File: config.mk
export PLATFORM = sky130hd
export DESIGN_NAME = banco_resp_flat
export DESIGN_NICKNAME = d
export VERILOG_FILES = /design/src/rtl/banco_resp_if.sv /design/src/rtl/banco_resp.sv /design/src/flat_wrapper.sv
export SDC_FILE = /design/constraint.sdc
export NUM_CORES = 1
export LEC_CHECK = 0
export CAP_MARGIN = 20
export CORE_UTILIZATION = 57
export DETAILED_ROUTE_END_ITERATION = 8
export GPL_TIMING_DRIVEN = 1
export PLACE_DENSITY_LB_ADDON = 0.15
export SLEW_MARGIN = 20
export SYNTH_ARGS = -nofsm -noshare
export SYNTH_HDL_FRONTEND = slang
export SYNTH_SLANG_ARGS = --single-unit
File: constraint.sdc
create_clock -name clk -period 4.35 [get_ports clk]
set_input_delay 0.87 -clock clk [delete_from_list [all_inputs] [get_ports clk]]
set_output_delay 0.87 -clock clk [all_outputs]
set_load 0.1 [all_outputs]
File: src/rtl/banco_resp_if.sv
// banco_resp_if: ATM<->bank request/response link (4-phase REQ/ACK)
interface banco_resp_if;
    logic       req;
    logic [3:0] pin_in;
    logic [3:0] val_in;
    logic       par_in;
    logic       ack;
    logic [2:0] status;
    logic [3:0] saldo;
    logic       par;
    logic       bloq;
    modport master (output req, pin_in, val_in, par_in, input ack, status, saldo, par, bloq);
    modport slave (input req, pin_in, val_in, par_in, output ack, status, saldo, par, bloq);
endinterface

File: src/rtl/banco_resp.sv
// banco_resp: bank-side responder; authorises PIN + withdrawal requests, owns balance and lockout
module banco_resp #(
    parameter logic [3:0] PIN_OK    = 4'b0101,
    parameter logic [3:0] SALDO_INI = 4'b1111,
    parameter int         MAX_TENT  = 3,
    parameter int         LAT       = 2
) (
    input logic          clk,
    input logic          rst,
    banco_resp_if.slave  bus
);
    typedef enum logic [1:0] {IDLE, PROC, RESP} state_t;
    localparam logic [2:0] ST_OK = 3'b000, ST_PIN_ERR = 3'b001, ST_SEM_SALDO = 3'b010,
                           ST_BLOQ = 3'b011, ST_ERR_PAR = 3'b100;
    localparam logic [3:0] CNT_INI = 4'(LAT - 1);
    localparam logic [2:0] TENT = 3'(MAX_TENT);
    state_t     state;
    logic [3:0] cnt, pin_q, val_q;
    logic       par_q;
    logic [2:0] tries, try_inc;
    assign try_inc = (tries < TENT) ? tries + 3'd1 : tries;
    assign bus.par = ^{bus.status, bus.saldo};
    always_ff @(posedge clk) begin
        if (rst) begin
            state      <= IDLE;
            cnt        <= 4'd0;
            pin_q      <= 4'd0;
            val_q      <= 4'd0;
            par_q      <= 1'b0;
            tries      <= 3'd0;
            bus.ack    <= 1'b0;
            bus.status <= ST_OK;
            bus.saldo  <= SALDO_INI;
            bus.bloq   <= 1'b0;
        end else begin
            case (state)
                IDLE: if (bus.req) begin
                    pin_q <= bus.pin_in;
                    val_q <= bus.val_in;
                    par_q <= bus.par_in;
                    cnt   <= CNT_INI;
                    state <= PROC;
                end
                PROC: if (cnt != 4'd0) begin
                    cnt <= cnt - 4'd1;
                end else begin
                    bus.ack <= 1'b1;
                    state   <= RESP;
                    if (^{pin_q, val_q, par_q}) begin
                        bus.status <= ST_ERR_PAR;
                    end else if (bus.bloq) begin
                        bus.status <= ST_BLOQ;
                    end else if (pin_q != PIN_OK) begin
                        tries <= try_inc;
                        if (try_inc == TENT) begin
                            bus.bloq   <= 1'b1;
                            bus.status <= ST_BLOQ;
                        end else begin
                            bus.status <= ST_PIN_ERR;
                        end
                    end else begin
                        tries <= 3'd0;
                        // a zero amount falls through as a debit of nothing
                        if (val_q > bus.saldo) begin
                            bus.status <= ST_SEM_SALDO;
                        end else begin
                            bus.saldo  <= bus.saldo - val_q;
                            bus.status <= ST_OK;
                        end
                    end
                end
                RESP: if (!bus.req) begin
                    bus.ack <= 1'b0;
                    state   <= IDLE;
                end
                default: state <= IDLE;
            endcase
        end
    end
endmodule

File: src/flat_wrapper.sv
// flat-port wrapper written by rule: the top's interface ports become plain ports
module banco_resp_flat 
#(
    parameter logic [3:0] PIN_OK    = 4'b0101,
    parameter logic [3:0] SALDO_INI = 4'b1111,
    parameter int         MAX_TENT  = 3,
    parameter int         LAT       = 2
)
  (clk, rst, bus_req, bus_pin_in, bus_val_in, bus_par_in, bus_ack, bus_status, bus_saldo, bus_par, bus_bloq);
  banco_resp_if bus_i ();
  input logic clk;
  input logic rst;
  input wire logic [$bits(bus_i.req)-1:0] bus_req;
  input wire logic [$bits(bus_i.pin_in)-1:0] bus_pin_in;
  input wire logic [$bits(bus_i.val_in)-1:0] bus_val_in;
  input wire logic [$bits(bus_i.par_in)-1:0] bus_par_in;
  output wire logic [$bits(bus_i.ack)-1:0] bus_ack;
  output wire logic [$bits(bus_i.status)-1:0] bus_status;
  output wire logic [$bits(bus_i.saldo)-1:0] bus_saldo;
  output wire logic [$bits(bus_i.par)-1:0] bus_par;
  output wire logic [$bits(bus_i.bloq)-1:0] bus_bloq;
  assign bus_i.req = bus_req;
  assign bus_i.pin_in = bus_pin_in;
  assign bus_i.val_in = bus_val_in;
  assign bus_i.par_in = bus_par_in;
  assign bus_ack = bus_i.ack;
  assign bus_status = bus_i.status;
  assign bus_saldo = bus_i.saldo;
  assign bus_par = bus_i.par;
  assign bus_bloq = bus_i.bloq;
  banco_resp #(.PIN_OK(PIN_OK), .SALDO_INI(SALDO_INI), .MAX_TENT(MAX_TENT), .LAT(LAT)) u_core (.clk(clk), .rst(rst), .bus(bus_i));
endmodule
cell_density.png
The bar under the picture is 20 um long. The die is cut into 11 by 11 equal tiles; dark purple is low, yellow is high, 0 to 100% covered.
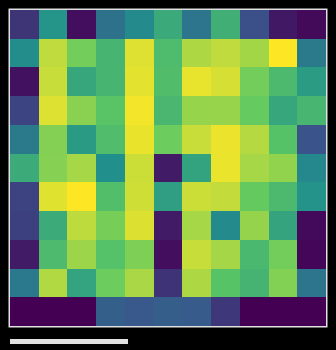
tiles over 75% full: 42%
fullest tile: 100%
mean over tiles: 60%
nearly empty tiles: 5.8%

flops_by_reg.png
The bar under the picture is 20 um long. Other sequential cells in the stronger grey, the rest of the logic in the fainter grey.
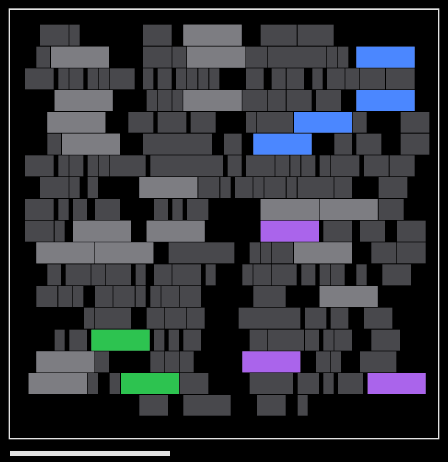
legend:
  green:
    netlist_name: u_core.state
    flops: 2
  purple:
    netlist_name: u_core.tries
    flops: 3
  blue:
    netlist_name: u_core.bus.saldo
    flops: 4
    where: north-east

metal_density.png
The die is cut into 11 by 11 equal tiles; dark purple is low, yellow is high, scaled to the fullest tile. Values are wire area over tile area, all layers added.
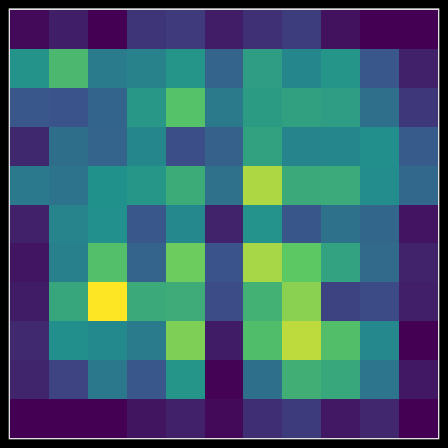
densest ninth of the die: centre
tiles over half the peak: 29%
mean over tiles: 0.15

wires.png
Two of the layers only.
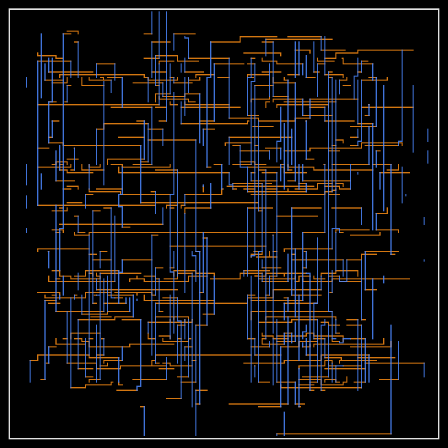
legend:
  blue:
    layer: metal 2
    wire_length: 1,390 um
  orange:
    layer: metal 1
    wire_length: 1,300 um

clocks.png
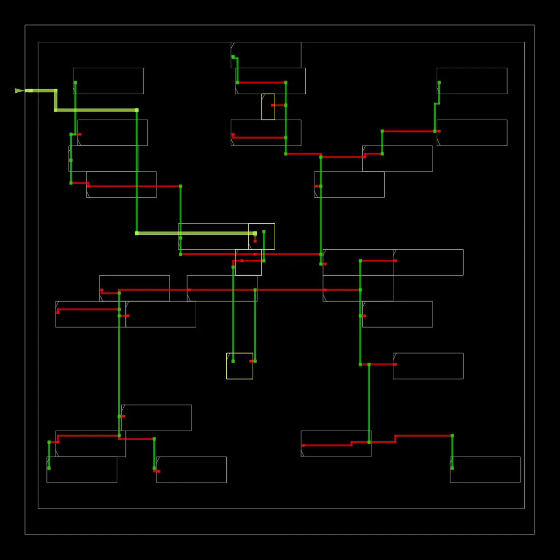
later-pin clock latency in the skew report: 0.31 ns
Clock Skew: 0.00512 ns
Clock net power: 0.105 mW

==> results_slide.txt <==
Run Summary

Critical path
  • Cell Chain, Critical Path: xor2_1 > xnor2_1 > xnor2_1 > clkdlybuf4s50_1
  • CP peak stage delay: between 1 and 1.5 ns
  • Setup crit start: u_core.bus.saldo[3]
  • CP max FO: 4
  • Number of stages on the worst setup path: 4
  • WP buf/inv: 1
  • Reg2Reg Depth: 5
  • Worst setup EP type: output pin
  • CP max stage cell: clkdlybuf4s50_1

Outcome
  • Status: complete, no violations

Yosys
  • Seq share, synth: between 30 and 40%
  • Post-Syn Area per Cell: ~9 um^2
  • Largest area contributor in the netlist: dfxtp_1
  • Yosys reg bits: 27
  • Count leader, synth: dfxtp_1
  • Top logic family: simple AND/OR/NAND/NOR gates
  • Number of enable flip-flop cells: 0
  • Multiplexer share: ~1.5%
  • Cell area leaders: dfxtp_1 (36%), nand2_1 (6.5%), a21oi_1 (5.3%)
  • Synth Area in XOR/XNOR: ~11%
  • Ys flop type: dfxtp_1
  • Count of unique library cells instantiated by Yosys: about 48
  • Warnings from Yosys: 0
  • Ys cells: 171
  • Async set or reset register ratio after synthesis: 0%
  • Yosys synthesis chip area: 1510 um^2
  • Adder share: under 10%

Clock network
  • Post-cts hold buffer count: 0
  • CTS H-tree depth: 1
  • Clock buffer depth: 2
  • CTS tree: yes
  • Clock-pin slew on the worst setup and hold paths: between 0.1 and 0.15 ns
  • Total CTS buffers: 3

Route
  • Final wirelength: roughly 2800 um
  • Met2 Routed Length: between 1000 and 1500 um
  • Drt via density: around 5.5
  • # DRC: 0
  • Wirelength per Cell: ~13 um
  • Number of nets with antenna violations after routing: 0
  • Drt first pass iters: 4

Pwr
  • Overall power: just over 0.6 mW
  • Static Leak: between 0.6 and 0.7 nW
  • Seq pwr share: a little under half
  • Power Density: between 300 and 400 nW/um^2
  • Worst IR Drop VDD: 0.000237 V
  • Logic gate share of total power: 36.9%
  • Sw Pwr: between 0.2 and 0.25 mW
  • Internal: approximately 0.38 mW

Hold path
  • Hold Crit Endpoint: u_core.val_q[3]
  • Hold path startpoint: u_core.val_q[3]
  • Worst Hold Class: flop to flop

Final timing
  • Final Setup Violations: 0
  • Unrepaired setup endpoints after global routing: false
  • Post-layout period usage: 74.6%
  • Endpoints failing hold: 0
  • Max frequency: ~0.31 GHz
  • Total negative slack: 0 ns

Placed design
  • GPL Wtd Cong: about 0.80

Finish
  • Top Layout Cells: dfxtp_1 (27), nand2_1 (26), clkdlybuf4s50_1 (21)
  • Area Overhead vs Synth: 16.1%
  • NumNets Final: between 200 and 250
  • Most numerous logic cell after layout: dfxtp_1
  • Ant diodes: 0

Floorplan
  • Chip width: around 53 um
  • Fp_density: 60.4%
  • Row Count: 18
  • Core ar.: between 2000 and 2500 um^2
  • Die area: between 2000 and 3000 um^2

Global route
  • Met2 Use GR: between 30% and 40%
  • GRT overflow: 0
  • Initial antenna violation count: 0
  • First-pass GRT wire length: ~4600 um
  • Vias in the first global route: between 1,000 and 1,500
  • GR Util met3: ~2.6%
  • Largest net degree at the start of global routing: 25
  • GRT Total Usage: between 20 and 25%

Job
  • Tool Warnings: 26
  • Max_cap viols: 0
flip-flops by register name, summed over array words and instances, names as in the netlist:
register / count
u_core.tries: 3
u_core.bus.saldo: 4
u_core.par_q: 1
u_core.state: 2
u_core.bus.ack: 1
u_core.val_q: 4
u_core.pin_q: 4
u_core.cnt: 4
u_core.bus.status: 3
u_core.bus.bloq: 1
final cells by class:
cell class	count	area, um^2
sequential	27	541
clock buffer	4	26.3
multi-input combinational	128	901
timing repair buffer	21	210
tap	30	37.5
inverter	10	37.5
fill	219	747
power groups by stage:
stage	clock network [mW]	registers (mW)	logic (mW)
floorplan	0	0.311	0.164
global placement	0	0.285	0.222
detailed placement	0	0.286	0.223
CTS	0.110	0.281	0.226
global route	0.119	0.284	0.247
finish	0.105	0.281	0.225
Power is estimated from default activity; no workload was simulated.
